===== src/rtl/serial_word_tx.sv =====
// rtl/serial_word_tx.sv - parallel-to-serial word transmitter feeding the bit-serial complementer
module serial_word_tx #(
    parameter int WIDTH = 8,
    parameter int GAP   = 1
) (
    input  logic             t_clk,
    input  logic             r_n,
    input  logic [WIDTH-1:0] din,
    input  logic             din_valid,
    output logic             din_ready,
    input  logic             abort,
    output logic             sout,
    output logic             sclr,
    output logic             sframe,
    output logic             slast,
    output logic             busy
);
    localparam int CW = $clog2(WIDTH);
    localparam logic [CW-1:0] LAST_BIT = CW'(WIDTH - 1);
    localparam logic [CW-1:0] PENULT_BIT = CW'(WIDTH - 2);
    localparam logic [3:0] LAST_GAP = 4'(GAP - 1);

    typedef enum logic [1:0] {S_IDLE, S_CLR, S_SHIFT, S_GAP} state_t;

    state_t           state_q, state_d;
    logic [WIDTH-1:0] shreg_q, shreg_d;
    logic [CW-1:0]    bitcnt_q, bitcnt_d;
    logic [3:0]       gapcnt_q, gapcnt_d;
    logic             sout_q, sout_d;
    logic             sclr_q, sclr_d;
    logic             sframe_q, sframe_d;
    logic             slast_q, slast_d;
    logic             busy_q, busy_d;

    always_comb begin
        state_d  = state_q;
        shreg_d  = shreg_q;
        bitcnt_d = bitcnt_q;
        gapcnt_d = gapcnt_q;
        sout_d   = 1'b0;
        sclr_d   = 1'b0;
        sframe_d = 1'b0;
        slast_d  = 1'b0;
        case (state_q)
            S_IDLE: begin
                if (din_valid) begin
                    state_d = S_CLR;
                    shreg_d = din;
                    sclr_d  = 1'b1;
                end
            end
            S_CLR: begin
                state_d  = S_SHIFT;
                bitcnt_d = '0;
                sout_d   = shreg_q[0];
                shreg_d  = shreg_q >> 1;
                sframe_d = 1'b1;
            end
            S_SHIFT: begin
                // Outputs are registered, so bit i+1 is launched while bit i is on the line.
                if (bitcnt_q == LAST_BIT) begin
                    gapcnt_d = '0;
                    state_d  = (GAP != 0) ? S_GAP : S_IDLE;
                end else begin
                    bitcnt_d = bitcnt_q + 1'b1;
                    sout_d   = shreg_q[0];
                    shreg_d  = shreg_q >> 1;
                    sframe_d = 1'b1;
                    slast_d  = (bitcnt_q == PENULT_BIT);
                end
            end
            S_GAP: begin
                if (gapcnt_q == LAST_GAP) begin
                    state_d = S_IDLE;
                end else begin
                    gapcnt_d = gapcnt_q + 1'b1;
                end
            end
            default: state_d = S_IDLE;
        endcase
        if (abort && (state_q != S_IDLE)) begin
            state_d  = S_IDLE;
            sout_d   = 1'b0;
            sclr_d   = 1'b0;
            sframe_d = 1'b0;
            slast_d  = 1'b0;
        end
        busy_d = (state_d != S_IDLE);
    end

    always_ff @(posedge t_clk or negedge r_n) begin
        if (!r_n) begin
            state_q  <= S_IDLE;
            shreg_q  <= '0;
            bitcnt_q <= '0;
            gapcnt_q <= '0;
            sout_q   <= 1'b0;
            sclr_q   <= 1'b0;
            sframe_q <= 1'b0;
            slast_q  <= 1'b0;
            busy_q   <= 1'b0;
        end else begin
            state_q  <= state_d;
            shreg_q  <= shreg_d;
            bitcnt_q <= bitcnt_d;
            gapcnt_q <= gapcnt_d;
            sout_q   <= sout_d;
            sclr_q   <= sclr_d;
            sframe_q <= sframe_d;
            slast_q  <= slast_d;
            busy_q   <= busy_d;
        end
    end

    assign din_ready = (state_q == S_IDLE);
    assign sout      = sout_q;
    assign sclr      = sclr_q;
    assign sframe    = sframe_q;
    assign slast     = slast_q;
    assign busy      = busy_q;
endmodule


===== config.mk =====
export PLATFORM = sky130hd
export DESIGN_NAME = serial_word_tx
export DESIGN_NICKNAME = d
export VERILOG_FILES = /design/src/rtl/serial_word_tx.sv
export SDC_FILE = /design/constraint.sdc
export NUM_CORES = 1
export LEC_CHECK = 0
export ABC_AREA = 0
export CAP_MARGIN = 20
export CORE_MARGIN = 3
export CORE_UTILIZATION = 53
export CTS_CLUSTER_SIZE = 25
export DETAILED_ROUTE_END_ITERATION = 6
export GPL_ROUTABILITY_DRIVEN = 1
export GPL_TIMING_DRIVEN = 0
export PLACE_DENSITY = 0.9
export SETUP_SLACK_MARGIN = 0.4
export SYNTH_ARGS = -nofsm -noshare
export SYNTH_HDL_FRONTEND = slang
export SYNTH_SLANG_ARGS = --single-unit

===== constraint.sdc =====
create_clock -name t_clk -period 2.1 [get_ports t_clk]
set_clock_uncertainty 0.1 [all_clocks]
set_input_delay 0.63 -clock t_clk [delete_from_list [all_inputs] [get_ports t_clk]]
set_output_delay 0.63 -clock t_clk [all_outputs]
set_load 0.005 [all_outputs]

==> flow_summary.toml <==
# synthesis and place-and-route metrics
[critical_path]
arrival_ns = 1.09
required_ns = 1.37
critPathKind = "reg -> out"
cp-startpoint = "state_q[1]$_DFF_PN0_"
critPathCaptureType = "output pin"
ff2ff_path_depth = 9
crit_path_start_kind = "register"
r2r-start = "state_q[1]$_DFF_PN0_"
ff2ff_setup_slack_ns = 0.30

[die]
initial_core_util_pct = 59.3
chip_area_mm2 = 0.00295
fp.coreArea_mm2 = 0.00208
row_count = 16
dieWidth_um = 54.3
die_y_um = 54.3

[synth]
async_flop_share_pct = 100
ff_type = "dfrtp_1"
ys_ff = 22
synth_nets = 145
synth.distinct_cells = 31
avgSynthCellArea_um2 = 9.96
synth_area_mm2 = 0.00123
edf_count = 0
ys_cells = 124
ys_seq_share_pct = 44.6

[global_routing]
grt_max_degree = 23
grt_pass1_wl_um = 4890
antenna_found_initial = 0
gr-usage-all-layers_pct = 23.9

[job]
cap_violations = 0
warnings = 33

[place]
gp_congestion = 0.823
pre_cts_ws_ns = -0.0762
place_hpwl_um = 1870
dpl.cell_count = 168

[finish]
stdcell_count = 192
multi_input_comb_cells = 86
layout-drive-gt1-share_pct = 37.6
seq_area_share_pct = 30.2
final_util_pct = 87.5
buf_share_pct = 21.2
inverters = 12
syn_to_final_growth_pct = 47.5
num_antenna_cells = 0
seq_area_um2 = 551
comb_share_pct = 41.4
fillers = 97
ff_count = 22
mostFrequentLayoutCell = "dfrtp_1"
mi_logic_area_um2 = 754
stdcell_area_mm2 = 0.00182
nonClockBufferCount = 41
fin_nets = 187
final_cell_mix = "dfrtp_1, buf_4, inv_1, buf_6, nand2_1"

[power]
p_per_area_mw_per_mm2 = 1470
power_frac_comb_pct = 62.3
p_leak_nw = 0.794
seq_power_share_pct = 25.0
p_int_mw = 1.54
swShare_pct = 42.5
vdd_drop_max_uv = 1160

[timing]
period_used_pct = 86.9
tightest_slew_ns = 1.03
grt_setup_unrepaired = "true"
holdWs_ns = 0.351
setup_ws_ns = 0.276
slew_violations = 0
fin_crit_ns = 1.82
finalHoldViolCount = 0
setup_viol = 0

[routing]
dr.pass1.iters = 4
route.detailed.drc = 0
ant_nets = 0
routedWlPerCell_um = 23.7
top_layer = "met4"
wl_met3_um = 412

[clock_tree]
htreeDepth = 1
cts-root-buf = "clkbuf_4"
cts_buffers = 3
clk_pin_slew_ns = 0.13
cts_hold_buf = 0
cts.sink_count = 22
clock_latency_ns = 0.33
cts_buffer_depth = 2

[status]
outcome = "completed"

[hold_path]
worstHoldPathType = "in -> async"
Yosys cell counts, types with 2 or more instances:
cell type	count	share of area, %
buf_2	2	0.81
nor2_1	8	2.4
nor3_1	3	1.2
o21ai_1	3	1.2
and2_1	2	1.0
nand2b_1	3	1.5
a21oi_2	3	2.1
nand3_1	3	1.2
nand3b_1	2	1.2
inv_1	12	3.6
dfrtp_1	22	45
nand2_1	10	3.0
a22o_1	2	1.4
ha_1	9	9.1
o21ai_0	8	3.2
a21oi_1	9	3.6
mux2i_1	8	6.5
buf_6	2	1.8
registers in the layout, summed over array words and instances, names as in the netlist:
register and flops:
shreg_q 8, gapcnt_q 4, bitcnt_q 3, state_q 2, busy 1, sclr 1, sframe 1, slast 1
sout 1
power groups by stage:
stage	clock network, mW	registers (mW)	logic, mW
after floorplan	0	0.632	0.674
after global placement	0	0.637	0.886
after detailed placement	0	0.649	0.936
after CTS	0.338	0.620	1.12
after global routing	0.360	0.676	1.74
final	0.343	0.670	1.67
repair_timing:
item	in CTS	in global routing
gates cloned	1	0
pin swaps	2	7
hold endpoints to repair	0	0
setup endpoints to repair	21	38
buffers inserted	10	9
gates resized	18	45
metal layers:
layer | vias to the layer above | track usage, %
li1 | 509 | -
met1 | 571 | 28.3
met2 | 113 | 45.2
met3 | 42 | 3.27
met4 | 0 | 4.98
met5 | - | 0
critical path, stage by stage, from the launching register on:
cell	delay, ns
dfrtp_1	0.42
inv_2	0.07
ha_4	0.16
buf_6	0.11
kinds of logic after synthesis:
group | Yosys count | share of synthesized area (%)
adder cells (fa/ha/maj) | 9 | 9.12
multiplexers | 8 | 6.48
AND-OR/OR-AND | 31 | 17.3
AND/OR/NAND/NOR | 38 | 16.2
flip-flops | 22 | 44.6
buffers and inverters | 16 | 6.28
**The metal 1 layer**

The bar under the picture is 20 um long. Supply wires on this layer in grey.
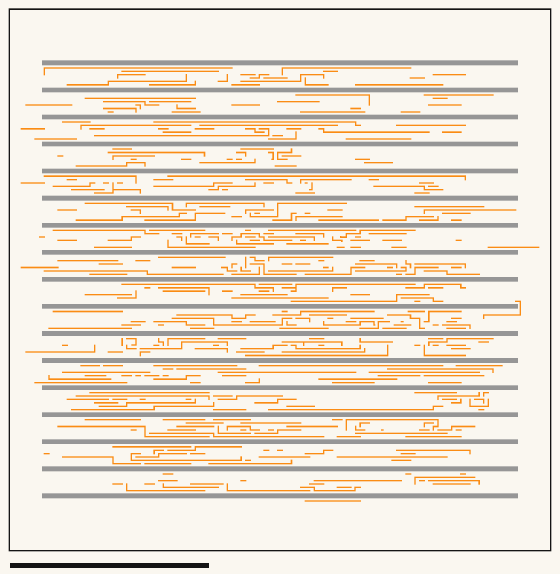
longest straight run: 29.9 um
nets with wire on the layer: 170
main direction: horizontal
share of all routed wire: 36%
final wirelength: 4560 um
via count: 1235

**M2 wires**

The bar under the picture is 20 um long.
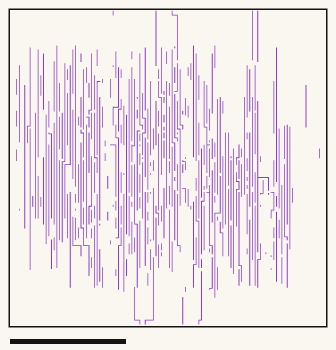
share of all routed wire: 47%
main direction: vertical
nets with wire on the layer: 170
wire length on this layer: 2140 um
longest straight run: 38.1 um
met2 global-route usage: 45.2%

**Signal wires on met3**

Cells faint in the background.
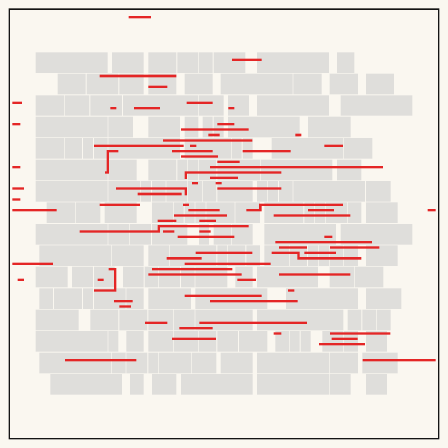
longest straight run: 21.6 um
wire length on this layer: 413 um
nets with wire on the layer: 54
main direction: horizontal
met3 global-route usage: 3.27%

**Metal 4**

The bar under the picture is 20 um long. Supply wires on this layer in grey.
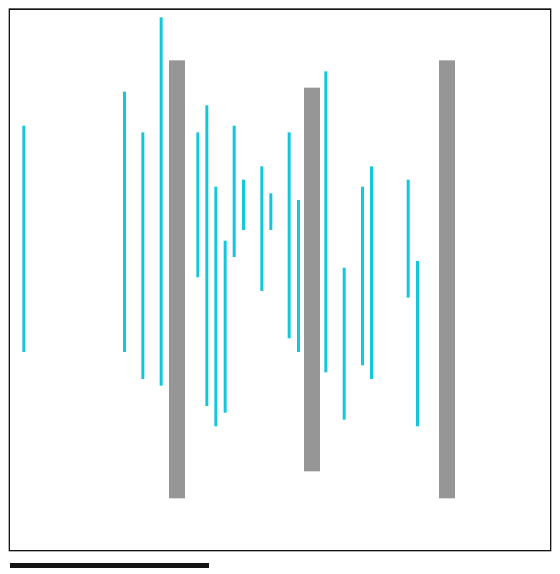
share of all routed wire: 8.2%
main direction: vertical
longest straight run: 36.7 um
wire length on this layer: 375 um
nets with wire on the layer: 20

Power and IR drop assume default switching activity.
